--- src/rtl/rmii_tx_driver_pkg.sv ---
// Shared constants, FSM state type and helper functions for the RMII transmit driver.
// Optional FCS support is selected with the RMII_TX_FCS_EN macro.
package rmii_tx_driver_pkg;

  localparam int unsigned RMII_PREAMBLE_DIBITS = 32;
  localparam logic [31:0] RMII_CRC32_POLY      = 32'hEDB88320;
  localparam logic [31:0] RMII_CRC32_INIT      = 32'hFFFFFFFF;
  localparam int unsigned FCS_DIBITS           = 16;

  typedef enum logic [2:0] {
    ST_IDLE,
    ST_PREAMBLE,
    ST_DATA,
`ifdef RMII_TX_FCS_EN
    ST_FCS,
`endif
    ST_IFG
  } state_e;

  // Ceiling log2, minimum result 0.
  function automatic int unsigned clog2(input int unsigned v);
    int unsigned r;
    int unsigned x;
    r = 0;
    x = (v > 0) ? v - 1 : 0;
    while (x > 0) begin
      r++;
      x = x >> 1;
    end
    return r;
  endfunction

  function automatic int unsigned max_u(input int unsigned a, input int unsigned b);
    return (a > b) ? a : b;
  endfunction

  // Reflected CRC-32 advanced by one dibit, bit 0 first.
  function automatic logic [31:0] crc32_dibit_step(input logic [31:0] crc, input logic [1:0] d);
    logic [31:0] c;
    c = crc;
    for (int i = 0; i < 2; i++) begin
      if (c[0] ^ d[i]) c = (c >> 1) ^ RMII_CRC32_POLY;
      else             c = c >> 1;
    end
    return c;
  endfunction

endpackage

--- src/rtl/rmii_tx_driver_crc32_dibit.sv ---
// CRC-32 accumulator advancing two bits per enabled cycle.
// Ports: clk_i, rst_i (sync, active high), init_i (reload init value),
//        en_i (absorb in_i), in_i[1:0] dibit, crc_o[31:0] running remainder.
module crc32_dibit
  import rmii_tx_driver_pkg::*;
(
  input  logic        clk_i,
  input  logic        rst_i,
  input  logic        init_i,
  input  logic        en_i,
  input  logic [1:0]  in_i,
  output logic [31:0] crc_o
);

  logic [31:0] crc_q;
  logic [31:0] crc_d;

  // init has priority so a new frame always starts from a clean remainder
  always_comb begin
    crc_d = crc_q;
    if (init_i)    crc_d = RMII_CRC32_INIT;
    else if (en_i) crc_d = crc32_dibit_step(crc_q, in_i);
  end

  always_ff @(posedge clk_i) begin
    if (rst_i) crc_q <= RMII_CRC32_INIT;
    else       crc_q <= crc_d;
  end

  assign crc_o = crc_q;

endmodule

--- src/rtl/rmii_tx_driver.sv ---
// RMII transmit driver: prepends preamble/SFD to a dibit stream, drives TX_EN/TXD,
// optionally appends the FCS (macro RMII_TX_FCS_EN) and enforces the inter-frame gap.
// Ports: clk_i, rst_i (sync, active high); in_i/in_valid_i/in_last_i/in_ready_o payload
//        stream; txen_o/txd_o registered RMII pins; busy_o (not IDLE); underrun_o abort pulse.
module rmii_tx_driver
  import rmii_tx_driver_pkg::*;
#(
  parameter int unsigned IFG_LEN = 48
) (
  input  logic       clk_i,
  input  logic       rst_i,
  input  logic [1:0] in_i,
  input  logic       in_valid_i,
  input  logic       in_last_i,
  output logic       in_ready_o,
  output logic       txen_o,
  output logic [1:0] txd_o,
  output logic       busy_o,
  output logic       underrun_o
);

  localparam int unsigned    CNT_W    = clog2(max_u(IFG_LEN, RMII_PREAMBLE_DIBITS));
  localparam logic [CNT_W-1:0] PRE_LAST = CNT_W'(RMII_PREAMBLE_DIBITS - 1);
  localparam logic [CNT_W-1:0] IFG_LAST = CNT_W'(IFG_LEN - 1);

  state_e           state_q, state_d;
  logic [CNT_W-1:0] cnt_q, cnt_d;
  logic             txen_q, txen_d;
  logic [1:0]       txd_q, txd_d;
  logic             underrun_q, underrun_d;

`ifdef RMII_TX_FCS_EN
  localparam logic [CNT_W-1:0] FCS_LAST = CNT_W'(FCS_DIBITS - 1);

  logic [31:0] crc;
  logic [31:0] fcs;
  logic        crc_init;
  logic        xfer;

  assign xfer     = (state_q == ST_DATA) && in_valid_i;
  assign crc_init = (state_q == ST_IDLE) && in_valid_i;
  assign fcs      = ~crc;

  crc32_dibit u_crc (
    .clk_i  (clk_i),
    .rst_i  (rst_i),
    .init_i (crc_init),
    .en_i   (xfer),
    .in_i   (in_i),
    .crc_o  (crc)
  );
`endif

  // State and output registers
  always_ff @(posedge clk_i) begin
    if (rst_i) begin
      state_q    <= ST_IDLE;
      cnt_q      <= '0;
      txen_q     <= 1'b0;
      txd_q      <= 2'b00;
      underrun_q <= 1'b0;
    end else begin
      state_q    <= state_d;
      cnt_q      <= cnt_d;
      txen_q     <= txen_d;
      txd_q      <= txd_d;
      underrun_q <= underrun_d;
    end
  end

  // Next-state logic; the gap is only counted once txen has actually dropped
  always_comb begin
    state_d = state_q;
    case (state_q)
      ST_IDLE:     if (in_valid_i) state_d = ST_PREAMBLE;
      ST_PREAMBLE: if (cnt_q == PRE_LAST) state_d = ST_DATA;
      ST_DATA: begin
        if (!in_valid_i) state_d = ST_IFG;
`ifdef RMII_TX_FCS_EN
        else if (in_last_i) state_d = ST_FCS;
`else
        else if (in_last_i) state_d = ST_IFG;
`endif
      end
`ifdef RMII_TX_FCS_EN
      ST_FCS:      if (cnt_q == FCS_LAST) state_d = ST_IFG;
`endif
      ST_IFG:      if (!txen_q && (cnt_q == IFG_LAST)) state_d = ST_IDLE;
      default:     state_d = ST_IDLE;
    endcase
  end

  // Output / counter next values
  always_comb begin
    cnt_d      = cnt_q;
    txen_d     = txen_q;
    txd_d      = txd_q;
    underrun_d = 1'b0;
    case (state_q)
      ST_IDLE: begin
        if (in_valid_i) begin
          txen_d = 1'b1;
          txd_d  = 2'b01;
          cnt_d  = CNT_W'(1);
        end
      end
      ST_PREAMBLE: begin
        if (cnt_q == PRE_LAST) begin
          txd_d = 2'b11;
          cnt_d = '0;
        end else begin
          txd_d = 2'b01;
          cnt_d = cnt_q + CNT_W'(1);
        end
      end
      ST_DATA: begin
        cnt_d = '0;
        if (in_valid_i) begin
          txen_d = 1'b1;
          txd_d  = in_i;
        end else begin
          txen_d     = 1'b0;
          txd_d      = 2'b00;
          underrun_d = 1'b1;
        end
      end
`ifdef RMII_TX_FCS_EN
      ST_FCS: begin
        txd_d = fcs[{cnt_q[3:0], 1'b0} +: 2];
        cnt_d = (cnt_q == FCS_LAST) ? '0 : cnt_q + CNT_W'(1);
      end
`endif
      ST_IFG: begin
        // A normal frame end arrives here with txen still high
        if (txen_q) begin
          txen_d = 1'b0;
          txd_d  = 2'b00;
          cnt_d  = '0;
        end else begin
          cnt_d = (cnt_q == IFG_LAST) ? '0 : cnt_q + CNT_W'(1);
        end
      end
      default: ;
    endcase
  end

  assign in_ready_o = (state_q == ST_DATA);
  assign busy_o     = (state_q != ST_IDLE);
  assign txen_o     = txen_q;
  assign txd_o      = txd_q;
  assign underrun_o = underrun_q;

endmodule

--- config.mk ---
export PLATFORM = sky130hd
export DESIGN_NAME = rmii_tx_driver
export DESIGN_NICKNAME = d
export VERILOG_FILES = /design/src/rtl/rmii_tx_driver_pkg.sv /design/src/rtl/rmii_tx_driver_crc32_dibit.sv /design/src/rtl/rmii_tx_driver.sv
export SDC_FILE = /design/constraint.sdc
export NUM_CORES = 1
export LEC_CHECK = 0
export ABC_AREA = 1
export CORE_UTILIZATION = 35
export DETAILED_ROUTE_END_ITERATION = 8
export GPL_TIMING_DRIVEN = 0
export HOLD_SLACK_MARGIN = 0.12
export PLACE_DENSITY = 0.63
export SLEW_MARGIN = 15
export SYNTH_ARGS = -nofsm -noshare
export SYNTH_HDL_FRONTEND = slang
export SYNTH_HIERARCHICAL = 1
export SYNTH_SLANG_ARGS = --single-unit
--- constraint.sdc ---
create_clock -name clk_i -period 2.05 [get_ports clk_i]
set_clock_uncertainty 0.2 [all_clocks]
set_input_delay 0.205 -clock clk_i [delete_from_list [all_inputs] [get_ports clk_i]]
set_output_delay 0.205 -clock clk_i [all_outputs]
set_load 0.01 [all_outputs]
==> images/met1.png <==
Drawn at 10 px/um. Supply wires on this layer in grey.
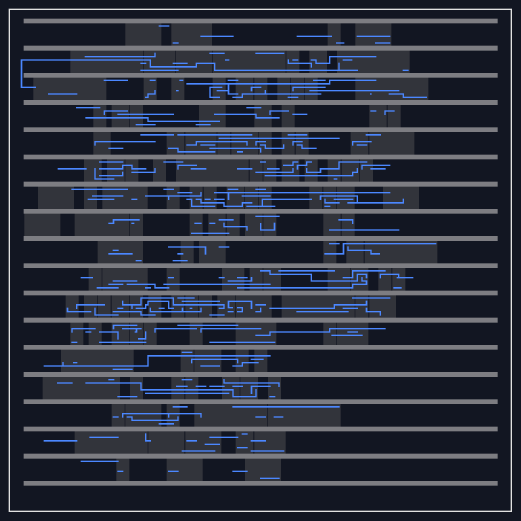
main direction: horizontal
longest straight run: 17.5 um
wire length on this layer: 781 um
share of all routed wire: 46%

==> images/met2.png <==
Drawn at 10 px/um.
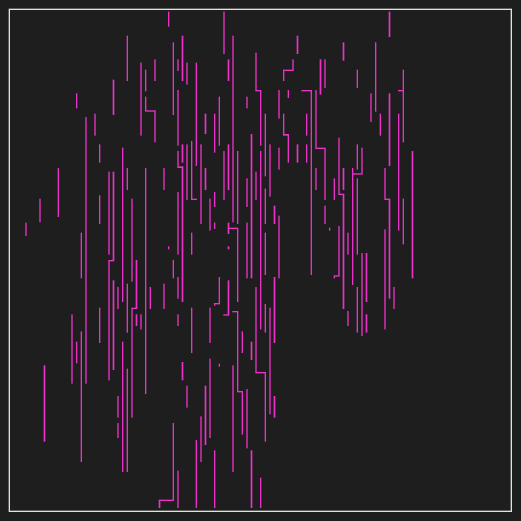
share of all routed wire: 50%
main direction: vertical
nets with wire on the layer: 118
wire length on this layer: 842 um
longest straight run: 26.5 um

==> images/met3.png <==
Drawn at 12 px/um.
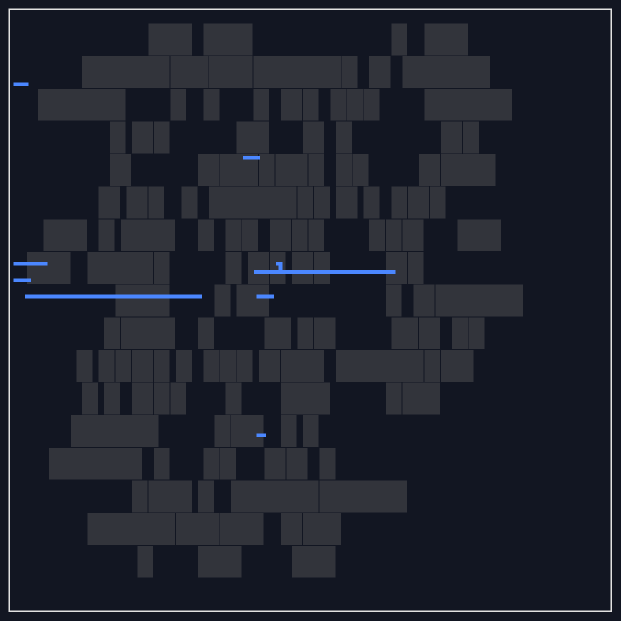
main direction: horizontal
nets with wire on the layer: 5
share of all routed wire: 2.0%
wire length on this layer: 34.0 um

==> images/clock_map.png <==
Drawn at 6 px/um.
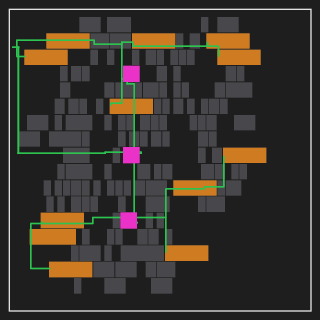
legend:
  orange:
    item: flip-flops
    count: 12
  magenta:
    item: cells driving clock nets
    count: 3
  green:
    item: clock wires
    length: 184 um
routed clock nets: 4

==> run notes <==
Results of the full flow below.

Min path:
- For the worst min-delay path, the startpoint reported by OpenROAD is txd_o[1]$_SDFFE_PP0P_.
- The endpoint of the worst hold path is reported as txd_o[1]$_SDFFE_PP0P_.
- The run gives the worst hold path cell count as 2.
- The run gives the type of the worst min-delay path as flip-flop to flip-flop.

Logic synthesis:
- The run gives the post-synthesis compound-gate area fraction as 0.132.
- Per the synthesis report, the number of distinct cell types is 20.
- The run puts the floorplan net count at 135.
- The run gives the most used standard cell by instance count after synthesis as sky130_fd_sc_hd__nand2_1.
- The run gives the synthesized area per cell as between 6 and 7 um^2.
- The run gives the area fraction of the dominant cell type after synthesis as 0.297.
- The run puts the synthesis-stage register bit count at 12.
- The run puts the multiplexer share of the synthesized area at 0.
- For this run, the leading register cell type out of synthesis is sky130_fd_sc_hd__dfxtp_1.
- The run puts the synthesized instance count at ~120.
- The run gives the largest non-sequential cell family by area as simple AND/OR/NAND/NOR gates.
- The run puts the combined area of all synthesized cells at 808 um^2.
- Sorting the synthesized cells by how often they occur yields sky130_fd_sc_hd__nand2_1, sky130_fd_sc_hd__nor2_1, sky130_fd_sc_hd__inv_1, sky130_fd_sc_hd__dfxtp_1, sky130_fd_sc_hd__nand3_1.
- The run gives the sequential element share of the synthesized area as 0.297.
- The run gives the proportion of synthesized flip-flops having asynchronous set or reset as 0.
- The run gives the area fraction in and, or, nand and nor cells as 0.393.

Clock tree:
- The run puts the worst-skew pair later-pin latency at between 0.2 and 0.3 ns.
- The run gives the count of instances resized after the clock tree is built as 3.
- For this design, the sink count on the clock tree is 12.
- The run puts the setup fix buffers added after clock tree synthesis at 0.
- The tree is rooted in a sky130_fd_sc_hd__clkbuf_4.
- The run puts the CTS buffer count at 3.

STA:
- The run puts the final-layout worst hold slack at 0.273 ns.
- The run gives the count of pins over their slew limit as 0.
- The run gives the relative max-transition margin as 0.802.
- The run puts the post-route clock period utilization at 0.950.
- Setup violations remaining at the end of the flow were counted as 0.
- Setup repair after global routing left no endpoint under its margin.
- Setup slack closes at between 0.1 and 0.15 ns.
- The run gives the transition time at the pin with the least slew margin as about 0.30 ns.

Placed design:
- The run gives the HPWL after detailed placement as between 1000 and 1500 um.
- The run gives the count of buffers from port buffering as 11.
- Summing all placed instances gives a cell area of between 900 and 1000 um^2.

Worst setup path:
- The setup path with the least slack is of type flip-flop to output port.
- The run gives the data arrival at the endpoint of the critical path as approximately 1.5 ns.
- The run gives the capturing element type of the critical path as an output port.
- STA lists the endpoint of the worst register-to-register path as txd_o[1]$_SDFFE_PP0P_.
- The run gives the dominant delay contributor by cell family on the critical path as buffers and inverters.
- The cell sequence reported for the critical path is inv_1, ha_1, clkdlybuf4s50_1.
- The run puts the length in cells of the worst reg-to-reg path at 9.
- Max fanout on the critical path was recorded as 5.
- The launch point of the worst register-to-register path is recorded as state_q[0]$_SDFFE_PP0P_.

Run status:
- The flow ran to the end, and the final reports show no timing, DRC or antenna violations.

GRT:
- The run puts the met1 global-route usage at 0.187.
- The via count of the first global-routing pass is 718.
- Per the GRT log, the top usage layer is met2.
- The run gives the aggregate global routing overflow as 0.
- For this run, global-route usage on met2 was measured as 0.276.
- The run gives the met3 routing resource usage after global routing as 0.0185.
- The run puts the largest net degree at the start of global routing at 10.

Power and ir drop:
- The run gives the power drawn by the sequential cells as 348 uW.
- The run gives the cell-internal power as ~660 uW.
- The script computed the net switching share of total power as 0.490.
- The run gives the leakage dissipation as between 0.0004 and 0.0005 uW.
- The power report puts the net switching power at around 630 uW.
- The run puts the power density relative to cell area at ~1300 nW/um^2.

Detailed routing:
- The run puts the routed length on met3 at about 34 um.
- The run gives the routed via count as between 700 and 800.
- The iteration count recorded for the first detailed-route pass is 4.
- The run puts the residual DRC count at 0.
- The run puts the routed length per instance at between 10 and 15 um.
- The detailed router used layers up to and including met4.
- The script logs the ratio of routed vias to standard cells as 4.67.
- The run gives the antenna violation net count after detailed routing as 0.

Finish:
- Per the final report, the share of cell area in non-clock buffers is 0.111.
- The run puts the non-clock inverter instance count of the final layout at 21.
- According to the cell report, the number of logic gates is 91.
- The run puts the final standard cell count with taps included and fillers excluded at 166.
- Per the layout report, the design carries 11 non-clock buffers.
- The design has 12 sequential cells.
- The run gives the biggest cell category by area in the final layout as combinational gates.
- More flip-flops sit in one register than any other, and that register is cnt_q.
- The run puts the fraction of layout instances using a drive strength above 1 at 0.130.
- The run puts the net count of the finished layout at 151.
- The run puts the area taken by flip-flops and latches at roughly 240 um^2.
- The layout report lists the multi-input gate area as between 400 and 500 um^2.
- Measured on the final layout, the clock distribution area share stands at 0.0230.
- The run gives the post-layout instance area as roughly 980 um^2.
- Counting only logic cells after layout, the most numerous master is sky130_fd_sc_hd__nand2_1.
- The library cells used most frequently in the layout, excluding fill and tap cells, are sky130_fd_sc_hd__nand2_1, sky130_fd_sc_hd__nor2_1, sky130_fd_sc_hd__inv_1, sky130_fd_sc_hd__nand3_1, sky130_fd_sc_hd__dfxtp_1.

Floorplan:
- In this run the vertical extent of the chip is approximately 50 um.
- The run gives the I/O pin total as 12.
- The run gives the die outline area as 2510 um^2.
- During tapcell insertion the tool placed 28 well taps.
- The floorplan step defined a core boundary enclosing approximately 2200 um^2.
- The run puts the number of placement rows at 17.

Job:
- The run puts the count of max-cap constraint violations at 0.
No activity file was given, so power comes from the tool's default toggle rates.
